--- src/rtl/median_pkg.sv ---
// Shared definitions for the streaming median filter.
//   state_t   : controller states (IDLE accepting, SORT sorting, OUT presenting)
//   DEF_WIDTH : default sample width
//   DEF_N     : default window length (odd, >= 3)
//   IDX_W     : fill-count / sort-step width for the default window
//   idx_w()   : same width for an arbitrary window length
package median_pkg;
  localparam int DEF_WIDTH = 8;
  localparam int DEF_N     = 5;
  localparam int IDX_W     = $clog2(DEF_N + 1);

  typedef enum logic [1:0] {IDLE, SORT, OUT} state_t;

  // Counters must reach N itself (saturated fill count, final sort step).
  function automatic int idx_w(input int n);
    return $clog2(n + 1);
  endfunction
endpackage

--- src/rtl/median_cmp_swap.sv ---
// Unsigned compare-and-swap cell.
//   a, b   : operands
//   lo, hi : min / max of the operands; equal operands pass straight through
module median_cmp_swap #(
  parameter int WIDTH = 8
) (
  input  logic [WIDTH-1:0] a,
  input  logic [WIDTH-1:0] b,
  output logic [WIDTH-1:0] lo,
  output logic [WIDTH-1:0] hi
);
  logic swap;

  assign swap = a > b;
  assign lo   = swap ? b : a;
  assign hi   = swap ? a : b;
endmodule

--- src/rtl/median_window_filter.sv ---
// Streaming median of the last N unsigned samples.
//   clk, rst_n          : clock, async active-low reset
//   in_valid/in_ready   : sample handshake, in_data carries the sample
//   out_valid/out_ready : median handshake, out_data carries the median
// Each accepted sample (once N have been seen) is sorted by N passes of an
// odd-even transposition network built from N/2 compare-swap cells; the
// block stalls input from the accept until the median is taken.
module median_window_filter
  import median_pkg::*;
#(
  parameter int WIDTH = DEF_WIDTH,
  parameter int N     = DEF_N
) (
  input  logic             clk,
  input  logic             rst_n,
  input  logic             in_valid,
  output logic             in_ready,
  input  logic [WIDTH-1:0] in_data,
  output logic             out_valid,
  input  logic             out_ready,
  output logic [WIDTH-1:0] out_data
);
  localparam int            CW  = idx_w(N);
  localparam int            NP  = N / 2;
  localparam logic [CW-1:0] N_C = CW'(N);

  state_t                     state;
  logic [CW-1:0]              cnt, step;
  logic [N-1:0][WIDTH-1:0]    win, win_nxt, srt, srt_nxt;
  logic [NP-1:0][WIDTH-1:0]   ca, cb, clo, chi;
  logic                       odd;

  // Newest sample enters at index 0, oldest falls off the top.
  assign win_nxt = {win[N-2:0], in_data};
  assign odd     = step[0];

  // Cell k serves pair (2k,2k+1) on even steps and (2k+1,2k+2) on odd
  // steps; with N odd both phases need exactly N/2 cells.
  for (genvar k = 0; k < NP; k++) begin : g_cs
    assign ca[k] = odd ? srt[2*k+1] : srt[2*k];
    assign cb[k] = odd ? srt[2*k+2] : srt[2*k+1];

    median_cmp_swap #(.WIDTH(WIDTH)) u_cs (
      .a  (ca[k]),
      .b  (cb[k]),
      .lo (clo[k]),
      .hi (chi[k])
    );
  end

  always_comb begin
    srt_nxt = srt;
    for (int k = 0; k < NP; k++) begin
      if (odd) begin
        srt_nxt[2*k+1] = clo[k];
        srt_nxt[2*k+2] = chi[k];
      end else begin
        srt_nxt[2*k]   = clo[k];
        srt_nxt[2*k+1] = chi[k];
      end
    end
  end

  // Steps 0..N-1 run the passes; the extra step==N cycle captures the
  // middle element from the settled sort registers, so out_data is fed by
  // a register rather than by the compare-swap outputs.
  always_ff @(posedge clk or negedge rst_n) begin
    if (!rst_n) begin
      state     <= IDLE;
      cnt       <= '0;
      step      <= '0;
      win       <= '0;
      srt       <= '0;
      in_ready  <= 1'b1;
      out_valid <= 1'b0;
      out_data  <= '0;
    end else begin
      case (state)
        IDLE: begin
          if (in_valid) begin
            win <= win_nxt;
            if (cnt != N_C) cnt <= cnt + 1'b1;
            if (cnt >= N_C - 1'b1) begin
              srt      <= win_nxt;
              step     <= '0;
              in_ready <= 1'b0;
              state    <= SORT;
            end
          end
        end
        SORT: begin
          if (step == N_C) begin
            out_data  <= srt[N/2];
            out_valid <= 1'b1;
            state     <= OUT;
          end else begin
            srt  <= srt_nxt;
            step <= step + 1'b1;
          end
        end
        OUT: begin
          if (out_ready) begin
            out_valid <= 1'b0;
            in_ready  <= 1'b1;
            state     <= IDLE;
          end
        end
        default: state <= IDLE;
      endcase
    end
  end
endmodule

--- config.mk ---
export PLATFORM = sky130hd
export DESIGN_NAME = median_window_filter
export DESIGN_NICKNAME = d
export VERILOG_FILES = /design/src/rtl/median_pkg.sv /design/src/rtl/median_cmp_swap.sv /design/src/rtl/median_window_filter.sv
export SDC_FILE = /design/constraint.sdc
export NUM_CORES = 1
export LEC_CHECK = 0
export CAP_MARGIN = 0
export CORE_UTILIZATION = 30
export DETAILED_ROUTE_END_ITERATION = 10
export HOLD_SLACK_MARGIN = 0.02
export PLACE_DENSITY = 0.48
export REMOVE_ABC_BUFFERS = 1
export SLEW_MARGIN = 10
export SYNTH_ARGS = -nofsm -noshare
export SYNTH_HDL_FRONTEND = slang
export SYNTH_HIERARCHICAL = 1
export SYNTH_SLANG_ARGS = --single-unit
--- constraint.sdc ---
create_clock -name clk -period 3.8 [get_ports clk]
set_input_delay 0.76 -clock clk [delete_from_list [all_inputs] [get_ports clk]]
set_output_delay 0.76 -clock clk [all_outputs]
set_load 0.01 [all_outputs]
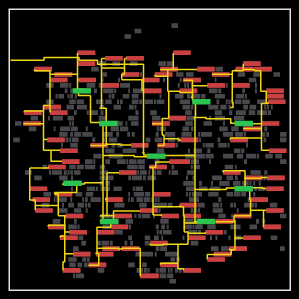
**Above:** run 1 (clock wires, drivers and flops).
(2 px per um)
[red] flip-flops | count: 90
[green] cells driving clock nets | count: 9
[yellow] clock wires | length: 1410 um
flops lie	spread over the die
Skew-Pair Late Insertion Delay: 0.35 ns

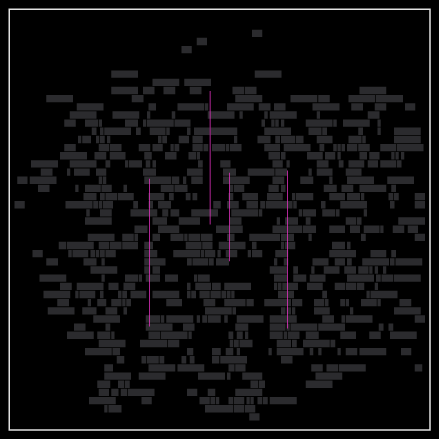
**Above:** run 1 (M4 wires).
(3 px per um) Cells faint in the background.
nets with wire on the layer	3
wire length on this layer	175 um
share of all routed wire	1.3%
Vias: 3878
drt total wl: 13.8 mm

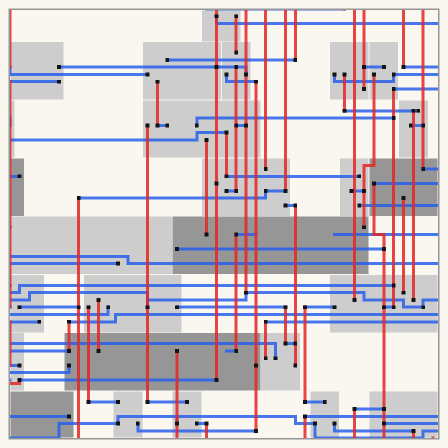
**Above:** run 1 (a small window of the routed layout).
Window x 95 to 115, y 25 to 45 um. Cells in gray, sequential cells in the stronger gray; small squares are vias.
color	layer
blue	met1
red	met2
netlist names of flops here include	`srt` (2)
cells with their middle in the window	20
most frequent	nand2_1 (4), o21ai_0 (3)
sequential cells in the window	2

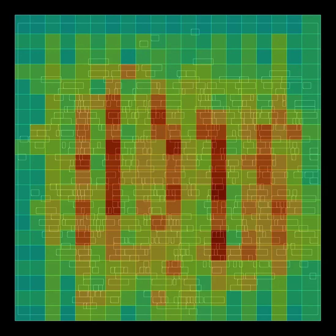
**Above:** run 1 (routing congestion).
WL per Instance: 18.0 um
grt peak-use layer: met2
M3 GR Usage: 2.82%
GR met2 Demand/Resource: 26.2%

## run 1: per-layer routing
metal	vias up	track usage (%)	part of all wire, %
li1	1878	-	-
met1	1948	18.7	47
met2	40	26.2	50
met3	12	2.82	2.1
met4	0	4.74	1.3
met5	-	0	0
## run 1: metrics by stage
stage / hold WS (ns) / setup slack [ns]
detailed placement: 0.491 / 0.215
global route: 0.536 / 0.110
floorplan: 0.464 / -1.55
global placement: 0.487 / 0.289
CTS: 0.506 / 0.186
finish: 0.501 / 0.322
==> results.toml, run 1 <==
# synthesis and place-and-route metrics
[place]
place_inst = 748
placed_cell_area_mm2 = 0.00613
hpwl_mm = 9.04
gp_congestion = 0.756

[floorplanning]
rows = 49
io_pins = 22
die_h_um = 140
die_x_um = 140
core_area_mm2 = 0.0183
nWellTaps = 229

[yosys]
area_leaders = "dfrtp_1 39%, mux2_2 10%, o221ai_2 5.5%"
most_common_cell = "dfrtp_1"
flop_cell = "dfrtp_1"
fa_ha_area_share_pct = 4.40
yosysTopAreaCell = "dfrtp_1"
aoi_share_pct = 18.2
synthTopCellsByCount = "89 x dfrtp_1, 59 x o21ai_0, 53 x nand2_1"
xor_area_share_pct = 0.154
yosys_cells = 514
synthTopLogicFamily = "multiplexers"
synthSimpleGateAreaFrac_pct = 10.4
netlist_area_mm2 = 0.00569
avgSynthCellArea_um2 = 11.1
ys_types = 42
synth-area-yosys_mm2 = 0.00569
synthArstFlopShare_pct = 100

[clock_tree]
cts_tree = "done"
path_clk_slew_ns = 0.07
root_buffer = "clkbuf_16"
cts_buffer_depth = 2
cts_sinks = 90
htree_levels = 3
ctsResizeCount = 0
post_cts_buffers = 0
numCtsBuffers = 9

[finish]
top_regs = "srt (40), win (32), out_data (8)"
clk_share_pct = 4.52
final_area_mm2 = 0.00645
num-fill-cells = 1842
lay_top_cells = "88 x dfrtp_1, 58 x o21ai_0, 53 x nand2_1, 52 x mux2_2, 45 x inv_1"
inv_count = 45
final_nets = 563
final_util_pct = 35.3
nonClkBufAreaFrac_pct = 6.24
logic_gates = 344
signal_buffers = 41
comb_share_pct = 47.2
lay_top_count = "dfrtp_1"
largest_reg_flops = 40
top_register = "srt"
finalNonFillerCells = 764
seq_area_share_pct = 35.0
drive_gt1_share_pct = 30.5

[worst_setup_path]
startpoint_type = "flip-flop"
arrival_ns = 3.69
crit_path_end_kind = "flip-flop"
critPathMaxStageDelay_ns = 0.63
critPathTopFamily = "AND-OR/OR-AND gates"
critPathSlowestCell = "dfrtp_4"
cp.depth = 11
reg2reg_depth = 11
crit_required_ns = 4.01
r2r_slack_ns = 0.32
crit_start = "step[0]"
reg2reg_to = "srt[7]"

[timing]
rsz0062_at_grt = "no"
tightest_slew_ns = 0.987
maxSlewHeadroom_pct = 34.2
finalHoldViolCount = 0
setup_violations = 0
drv_slew = 0
fin_skew_ns = 0.00717
max_freq_ghz = 0.288
tns_ns = 0

[route]
drtPass1Iterations = 4
drt_iter0_drc = 133
drt-vias-per-instance = 5.08

[run_status]
status = "finished, final reports clean"

[worst_hold_path]
holdPathStages = 2
hp-start = "win[8]"

[grt]
grt_pass1_wl_mm = 22.5
grt_max_degree = 62

[run]
maxCapViolCount = 0

[power_and_ir_drop]
**Run 1: metal layers overlaid**

(3 px per um)
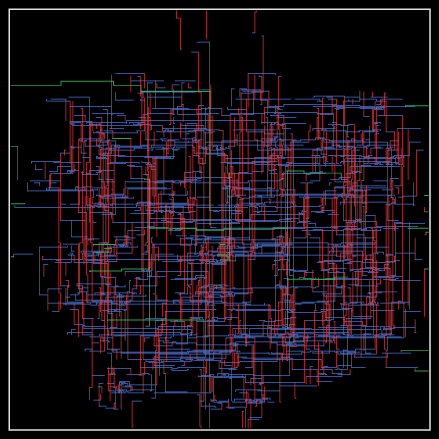

==> run 1 -> run 2 <==
Settings changed: ABC_AREA set to 1.
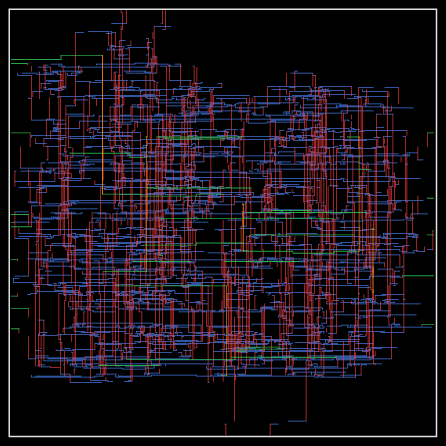
**Above:** run 2 (metal layers overlaid).
(3 px per um)
color	layer	wire length
green	met3	687 um
blue	met1	7830 um
orange	met4	196 um
red	met2	7270 um

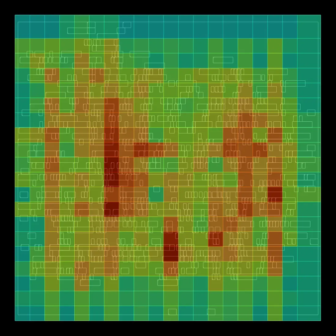
**Above:** run 2 (routing congestion).
GRT Total Usage: 17.1%
WL per Instance: 14.4 um
M3 GR Usage: 2.96%
post-layout util: 34.3%

==> run 2 against run 1 <==
Against the previous run: core utilization decreased by 1.0 points; synthesized cell count rose by 65%; clock skew rose by 0.0030 ns; final cell count up 46%; sequential share of layout area shrank 0.28 points; setup slack improved by 0.33 ns; critical path depth up 6.
==> results.toml, run 2 <==
# synthesis and place-and-route metrics
[route]
drt-vias-per-instance = 4.46
met2_wirelength_mm = 7.27
drt_iter0_drc = 306
drt-total-wl_mm = 16.0
wl_met3_um = 686
highest_layer = "met4"
wl_met1_mm = 7.83

[floorplanning]
nWellTaps = 260
io_pins = 22
core_area_mm2 = 0.0190
die_x_um = 142
rows = 50

[finish]
largest_reg_flops = 40
top_register = "srt"
finalNonFillerCells = 1112
signal_buffers = 33
lay_top_cells = "432 x nand2_1, 88 x dfrtp_1, 55 x nand3_1, 52 x o21ai_0, 51 x nand2_2"
clk_share_pct = 4.24
seq_area_share_pct = 34.7
final_nets = 880
comb_share_pct = 48.2
lay_top_count = "nand2_1"
num-fill-cells = 2082
inv_count = 56
logic_gates = 658

[yosys]
synthTopLogicFamily = "simple AND/OR/NAND/NOR gates"
yosys_cells = 846
fa_ha_area_share_pct = 4.26
most_common_cell = "nand2_1"
aoi_share_pct = 6.18
ys_types = 30
synthArstFlopShare_pct = 100
yosysTopAreaCell = "dfrtp_1"
avgSynthCellArea_um2 = 6.95
netlist_area_mm2 = 0.00588
synthSimpleGateAreaFrac_pct = 42.6
synth-area-yosys_mm2 = 0.00588
synthTopCellsByCount = "432 x nand2_1, 89 x dfrtp_1, 55 x nand3_1"
flop_cell = "dfrtp_1"
area_leaders = "dfrtp_1 38%, nand2_1 28%, nand2_2 5.4%"

[clock_tree]
worstSkewPairLatency_ns = 0.36
cts_tree = "done"
post_cts_buffers = 0
ctsResizeCount = 0
root_buffer = "clkbuf_16"
numCtsBuffers = 9
cts_buffer_depth = 2

[timing]
maxSlewHeadroom_pct = 45.0
max_freq_ghz = 0.317
finalHoldViolCount = 0
fin_skew_ns = 0.0102
tns_ns = 0
tightest_slew_ns = 0.825
drv_slew = 0
setup_violations = 0
whs_ns = 0.473

[grt]
grtUsageMet2_pct = 28.1
grt_pass1_wl_mm = 26.4
busiest_layer = "met2"

[run_status]
status = "finished, final reports clean"

[worst_setup_path]
critPathTopFamily = "simple AND/OR/NAND/NOR gates"
crit_required_ns = 4.10
crit_path_end_kind = "flip-flop"
critPathSlowestCell = "dfrtp_2"
critPathMaxStageDelay_ns = 0.64
startpoint_type = "flip-flop"

[place]
hpwl_mm = 10.8
place_ws_ns = 0.710
place_inst = 1097
## run 2: cell types whose count changed after synthesis, moves of 7 or more
cell and delta:
or4bb_1 -8, o221ai_2 -21, a22oi_2 -16, nor2_1 -15, or4b_1 -8, mux2i_1 -26, nand2_2 +51, nand3_2 +9
o21ai_0 -7, mux2_2 -52, nand2_1 +379, o21ai_1 +10, nand3_1 +54, mux2_4 -20
## run 2: worst paths after layout
path | from | endpoint | slack, ns | cells after the start
hold / removal | srt[2] | srt[2] | 0.47 | 2
hold reg to reg | srt[2] | srt[2] | 0.47 | 2
min in group asynchronous | rst_n | cnt[1] | 0.49 | 1
setup reg to reg | step[0] | srt[13] | 0.65 | 17
setup / recovery | step[0] | srt[13] | 0.65 | 17
max in group asynchronous | rst_n | out_data[6] | 2.53 | 2
